<file path="config.mk">
export PLATFORM = sky130hd
export DESIGN_NAME = slave_tx_ctrl
export DESIGN_NICKNAME = d
export VERILOG_FILES = /design/src/rtl/slave_i2c_pkg.sv /design/src/rtl/slave_stretch_timer.sv /design/src/rtl/slave_tx_ctrl.sv
export SDC_FILE = /design/constraint.sdc
export NUM_CORES = 1
export LEC_CHECK = 0
export CAP_MARGIN = 20
export CELL_PAD_IN_SITES_DETAIL_PLACEMENT = 0
export CELL_PAD_IN_SITES_GLOBAL_PLACEMENT = 2
export CORE_MARGIN = 1.5
export CORE_UTILIZATION = 30
export DETAILED_ROUTE_END_ITERATION = 10
export GPL_TIMING_DRIVEN = 0
export PLACE_DENSITY_LB_ADDON = 0.1
export SLEW_MARGIN = 15
export SYNTH_ARGS = -nofsm -noshare
export SYNTH_HDL_FRONTEND = slang
export SYNTH_SLANG_ARGS = --single-unit
export TNS_END_PERCENT = 5
</file>
<file path="constraint.sdc">
create_clock -name slave_scl_sixt -period 1.7 [get_ports slave_scl_sixt]
set_clock_uncertainty 0.15 [all_clocks]
set_input_delay 0.17 -clock slave_scl_sixt [delete_from_list [all_inputs] [get_ports slave_scl_sixt]]
set_output_delay 0.17 -clock slave_scl_sixt [all_outputs]
set_load 0.02 [all_outputs]
</file>
<file path="src/rtl/slave_i2c_pkg.sv">
// Shared definitions for the I2C slave transmit path: sequencer states,
// byte geometry and the bus levels used for the master ACK/NACK bit.
package slave_i2c_pkg;

   localparam int BYTE_BITS = 8;
   localparam int BIT_CNT_W = 3;

   // SDA level the master drives in the ninth bit
   localparam logic ACK_LVL  = 1'b0;
   localparam logic NACK_LVL = 1'b1;

   // Index of the first bit on the wire (MSB first)
   localparam logic [BIT_CNT_W-1:0] LAST_BIT_IDX = BIT_CNT_W'(BYTE_BITS - 1);

   typedef enum logic [2:0] {
      IDLE     = 3'd0,
      LOAD     = 3'd1,
      DRIVE    = 3'd2,
      ACK      = 3'd3,
      ACK_WAIT = 3'd4
   } tx_state_e;

   // True when the sampled ninth bit means the master wants no more data
   function automatic logic is_nack(input logic sda_level);
      return (sda_level == NACK_LVL);
   endfunction

endpackage

</file>
<file path="src/rtl/slave_stretch_timer.sv">
// Counts oversampling cycles while SCL is held low waiting for transmit data.
// Terminal count flags that the stretch has lasted STRETCH_MAX cycles.
module slave_stretch_timer
   import slave_i2c_pkg::*;
#(
   parameter int STRETCH_MAX = 255
) (
   input  logic clk,
   input  logic rst_n,
   input  logic clr,
   input  logic en,
   output logic tc
);

   localparam int CW = (STRETCH_MAX < 2) ? 1 : $clog2(STRETCH_MAX + 1);

   logic [CW-1:0] cnt_r;
   logic          tc_s;

   assign tc_s = (cnt_r == CW'(STRETCH_MAX));
   assign tc   = tc_s;

   // Stretch cycle counter: clear has priority, saturates at terminal count
   always_ff @(posedge clk or negedge rst_n) begin
      if (!rst_n) begin
         cnt_r <= CW'(0);
      end else if (clr) begin
         cnt_r <= CW'(0);
      end else if (en && !tc_s) begin
         cnt_r <= cnt_r + CW'(1);
      end else begin
         cnt_r <= cnt_r;
      end
   end

endmodule

</file>
<file path="src/rtl/slave_tx_ctrl.sv">
// Transmit sequencer for the I2C slave read path. Pops bytes from the
// transmit byte source into the data PISO, shifts them out on SCL falling
// edges, releases SDA for the master ACK bit and stretches SCL while no
// byte is available. Every output is a register.
module slave_tx_ctrl
   import slave_i2c_pkg::*;
#(
   parameter int STRETCH_MAX = 255,
   parameter int CNT_W       = 8
) (
   input  logic             slave_scl_sixt,
   input  logic             slave_rst_n,
   input  logic             slave_tx_start,
   input  logic             slave_scl_fall,
   input  logic             slave_scl_rise,
   input  logic             slave_sda_in,
   input  logic             slave_start_det,
   input  logic             slave_stop_det,
   input  logic             slave_tx_valid,
   output logic             slave_tx_rd,
   output logic             slave_load_data,
   output logic             slave_shift_data,
   output logic             slave_sda_oe,
   output logic             slave_scl_stretch,
   output logic             slave_tx_busy,
   output logic [CNT_W-1:0] slave_byte_cnt,
   output logic             slave_nack_det,
   output logic             slave_underrun
);

   tx_state_e              state_r, state_nx_s;
   logic [BIT_CNT_W-1:0]   bit_cnt_r, bit_cnt_nx_s;
   logic [CNT_W-1:0]       byte_cnt_r, byte_cnt_nx_s;
   logic                   nack_r, nack_nx_s;
   logic                   underrun_r, underrun_nx_s;
   logic                   load_r, load_nx_s;
   logic                   shift_r, shift_nx_s;
   logic                   rd_r, rd_nx_s;
   logic                   sda_oe_r, sda_oe_nx_s;
   logic                   stretch_r, stretch_nx_s;
   logic                   busy_r, busy_nx_s;

   logic                   tmr_clr_s, tmr_en_s, tmr_tc_s;
   logic                   fall_only_s, rise_only_s;
   logic                   bus_abort_s;

   // Coincident rise and fall is treated as a glitch and ignored
   assign fall_only_s = slave_scl_fall & ~slave_scl_rise;
   assign rise_only_s = slave_scl_rise & ~slave_scl_fall;
   assign bus_abort_s = slave_start_det | slave_stop_det;

   slave_stretch_timer #(
      .STRETCH_MAX (STRETCH_MAX)
   ) u_stretch_timer (
      .clk   (slave_scl_sixt),
      .rst_n (slave_rst_n),
      .clr   (tmr_clr_s),
      .en    (tmr_en_s),
      .tc    (tmr_tc_s)
   );

   // Next-state and next-output decode; bus START/STOP overrides everything
   always_comb begin
      state_nx_s    = state_r;
      bit_cnt_nx_s  = bit_cnt_r;
      byte_cnt_nx_s = byte_cnt_r;
      nack_nx_s     = nack_r;
      underrun_nx_s = underrun_r;
      load_nx_s     = 1'b0;
      shift_nx_s    = 1'b0;
      rd_nx_s       = 1'b0;
      sda_oe_nx_s   = 1'b0;
      stretch_nx_s  = 1'b0;
      tmr_clr_s     = 1'b1;
      tmr_en_s      = 1'b0;

      if (bus_abort_s) begin
         state_nx_s = IDLE;
      end else begin
         case (state_r)
            IDLE: begin
               if (slave_tx_start) begin
                  state_nx_s    = LOAD;
                  byte_cnt_nx_s = CNT_W'(0);
                  nack_nx_s     = 1'b0;
                  underrun_nx_s = 1'b0;
               end else begin
                  state_nx_s = IDLE;
               end
            end

            LOAD: begin
               tmr_clr_s = 1'b0;
               if (slave_tx_valid) begin
                  // stretch drops in the same cycle the load is pulsed
                  load_nx_s    = 1'b1;
                  rd_nx_s      = 1'b1;
                  sda_oe_nx_s  = 1'b1;
                  bit_cnt_nx_s = LAST_BIT_IDX;
                  state_nx_s   = DRIVE;
               end else if (tmr_tc_s) begin
                  underrun_nx_s = 1'b1;
                  state_nx_s    = IDLE;
               end else begin
                  stretch_nx_s = 1'b1;
                  tmr_en_s     = 1'b1;
               end
            end

            DRIVE: begin
               sda_oe_nx_s = 1'b1;
               if (fall_only_s) begin
                  if (bit_cnt_r != BIT_CNT_W'(0)) begin
                     shift_nx_s   = 1'b1;
                     bit_cnt_nx_s = bit_cnt_r - BIT_CNT_W'(1);
                  end else begin
                     // all 8 bits out: let the master own SDA for the ACK
                     sda_oe_nx_s = 1'b0;
                     state_nx_s  = ACK;
                  end
               end else begin
                  state_nx_s = DRIVE;
               end
            end

            ACK: begin
               if (rise_only_s) begin
                  byte_cnt_nx_s = byte_cnt_r + CNT_W'(1);
                  if (is_nack(slave_sda_in)) begin
                     nack_nx_s  = 1'b1;
                     state_nx_s = IDLE;
                  end else begin
                     state_nx_s = ACK_WAIT;
                  end
               end else begin
                  state_nx_s = ACK;
               end
            end

            ACK_WAIT: begin
               if (fall_only_s) begin
                  state_nx_s = LOAD;
               end else begin
                  state_nx_s = ACK_WAIT;
               end
            end

            default: begin
               state_nx_s = IDLE;
            end
         endcase
      end

      busy_nx_s = (state_nx_s != IDLE);
   end

   // State and output registers; async reset releases SDA and SCL at once
   always_ff @(posedge slave_scl_sixt or negedge slave_rst_n) begin
      if (!slave_rst_n) begin
         state_r    <= IDLE;
         bit_cnt_r  <= BIT_CNT_W'(0);
         byte_cnt_r <= CNT_W'(0);
         nack_r     <= 1'b0;
         underrun_r <= 1'b0;
         load_r     <= 1'b0;
         shift_r    <= 1'b0;
         rd_r       <= 1'b0;
         sda_oe_r   <= 1'b0;
         stretch_r  <= 1'b0;
         busy_r     <= 1'b0;
      end else begin
         state_r    <= state_nx_s;
         bit_cnt_r  <= bit_cnt_nx_s;
         byte_cnt_r <= byte_cnt_nx_s;
         nack_r     <= nack_nx_s;
         underrun_r <= underrun_nx_s;
         load_r     <= load_nx_s;
         shift_r    <= shift_nx_s;
         rd_r       <= rd_nx_s;
         sda_oe_r   <= sda_oe_nx_s;
         stretch_r  <= stretch_nx_s;
         busy_r     <= busy_nx_s;
      end
   end

   assign slave_tx_rd       = rd_r;
   assign slave_load_data   = load_r;
   assign slave_shift_data  = shift_r;
   assign slave_sda_oe      = sda_oe_r;
   assign slave_scl_stretch = stretch_r;
   assign slave_tx_busy     = busy_r;
   assign slave_byte_cnt    = byte_cnt_r;
   assign slave_nack_det    = nack_r;
   assign slave_underrun    = underrun_r;

endmodule
</file>
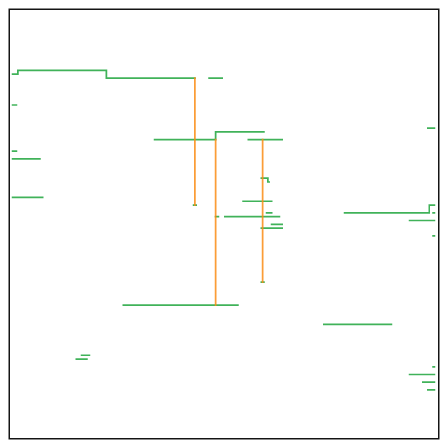
Figure 1: wiring by layer.
Only two layers are drawn.
[met3] green | wire length: 165 um
[met4] orange | wire length: 76.8 um
Avg WL per Cell: 14.8 um
gr usage total: 15.0%
via count: 1359
routed wire length: 3940 um

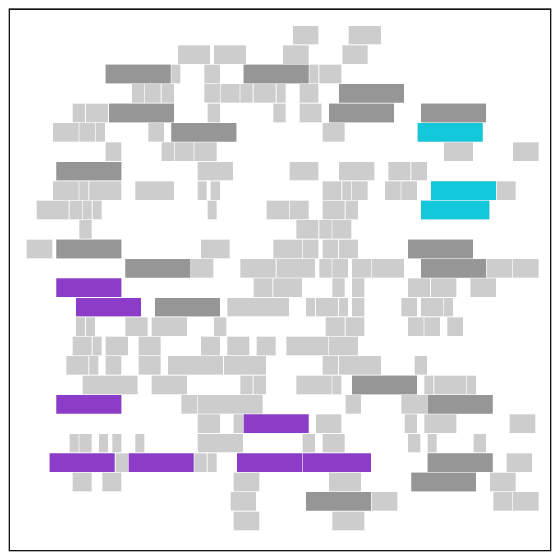
Figure 2: register map, names as in the netlist.
Other sequential cells in the stronger gray, the rest of the logic in the fainter gray.
[u_stretch_timer.cnt_r] purple | placed flops: 8
[state_r] cyan | placed flops: 3

==> impl_metrics.py <==
# Generated from Yosys and OpenROAD reports
metrics = {
    "outcome": {
        "outcome": "complete, but fails checks",
        "violations": "negative setup slack",
    },
    "worst_hold_path": {
        "worstHoldStart": "slave_stop_det",
        "hold_depth": 2,
        "min_to": "slave_scl_stretch",
        "hold_class": "input pin to register",
    },
    "power": {
        "pg_comb_w": 0.000180,
        "pg_clk_w": 0.000563,
        "p_leak_nw": 0.986,
        "p_seq_share_pct": 49.4,
        "internal_power_w": 0.00111,
        "ir_worst_vdd_mv": 0.375,
        "seq_cell_power_w": 0.000727,
        "power.share.clock_pct": 38.3,
        "swShare_pct": 24.3,
    },
    "cts": {
        "clk_pin_slew_ns": 0.06,
        "cts_resized": 9,
        "clockBufferDepth": 2,
        "numCtsBuffers": 5,
        "clock-root-buffer": "clkbuf_8",
        "post_cts_buffers": 4,
    },
    "timing": {
        "final_hold_viol_count": 0,
        "tns_ns": -0.151,
        "period_minus_slack_ns": 1.74,
        "period_used_pct": 102,
        "worst_slack_ns": -0.0373,
        "max_slew_margin_pct": 55.7,
        "rsz0062_at_grt": "yes",
        "setup_viol": 7,
        "slew_violations": 0,
    },
    "cells_and_area": {
        "area_delta_synth_final_pct": 38.1,
        "antenna_cells": 0,
        "lay_top_count": "dfrtp_1",
        "final-instance-count-excl-fill": 267,
        "fin_nets": 210,
        "drive_gt1_share_pct": 21.8,
        "design_area_mm2": 0.00218,
        "layout.core_utilization_pct": 42.7,
    },
    "synthesis": {
        "ys_warn_count": 0,
        "most_common_cell": "dfrtp_1",
        "ys.flop_type": "dfrtp_1",
        "syn_inst": 156,
        "synth_area_mm2": 0.00158,
        "top_cell_area_share_pct": 45.9,
        "ys_chip_area_mm2": 0.00158,
        "async_flop_share_pct": 100,
        "ys.flops": 29,
        "ys_seq_share_pct": 45.9,
        "synth_area_per_cell_um2": 10.1,
    },
    "setup_path": {
        "cp-start-kind": "register",
        "worst_r2r_startpoint": "state_r[1]",
        "cp_slowest_stage_delay_ns": 0.45,
        "r2r-end": "slave_byte_cnt[7]",
        "end_kind": "register",
        "path_delay_family": "flip-flops",
        "cp_slowest_cell": "dfrtp_2",
        "rrSetupSlack_ns": -0.04,
        "crit_buf_inv": 1,
    },
    "placement": {
        "io_buffers": 24,
        "dp_cells": 250,
        "gp_congestion": 0.809,
        "dp_hpwl_um": 2640,
    },
    "global_route": {
        "use_met2_pct": 22.3,
        "gr-total-overflow": 0,
        "grt_pass1_vias": 1319,
        "grt_pass1_wl_um": 6270,
    },
    "floorplan": {
        "die_w_um": 75.6,
        "initial_core_util_pct": 31.0,
        "rows": 26,
        "io_pins": 25,
        "fp.dieH_um": 75.6,
        "dieArea_mm2": 0.00572,
        "core_mm2": 0.00511,
    },
    "drt": {
        "top_layer_used": "met4",
        "drt_iter0_markers": 48,
        "drt-vias-per-instance": 5.09,
        "route.met3.wl_um": 165,
        "drtPass1Iterations": 4,
    },
    "job": {
        "drv_cap": 0,
        "warnings": 30,
    },
}
worst max-delay path by stage:
stage               depth (start not counted)                       end
global placement                            5  u_stretch_timer.cnt_r[4]
detailed placement                          5  u_stretch_timer.cnt_r[4]
floorplan                                   5  u_stretch_timer.cnt_r[4]
global route                                5         slave_byte_cnt[5]
CTS                                         6  u_stretch_timer.cnt_r[4]
finish                                      5         slave_byte_cnt[7]
layout make-up:
cell class,count,area [um^2]
plain buffers,5,41.3
clock buffers,7,86.3
fillers,502,2920
inverters,5,18.8
multi-input cells,118,903
flip-flops and latches,29,728
well taps,70,87.6
repair buffers,33,318
kinds of logic after synthesis:
group / after synthesis / synth area share (%)
xor+xnor: 5 / 2.77
buf+inv: 10 / 3.80
compound gates: 42 / 18.4
fa+ha+maj: 4 / 3.16
simple gates: 66 / 25.9
flops: 29 / 45.9
Power and IR drop assume default switching activity.
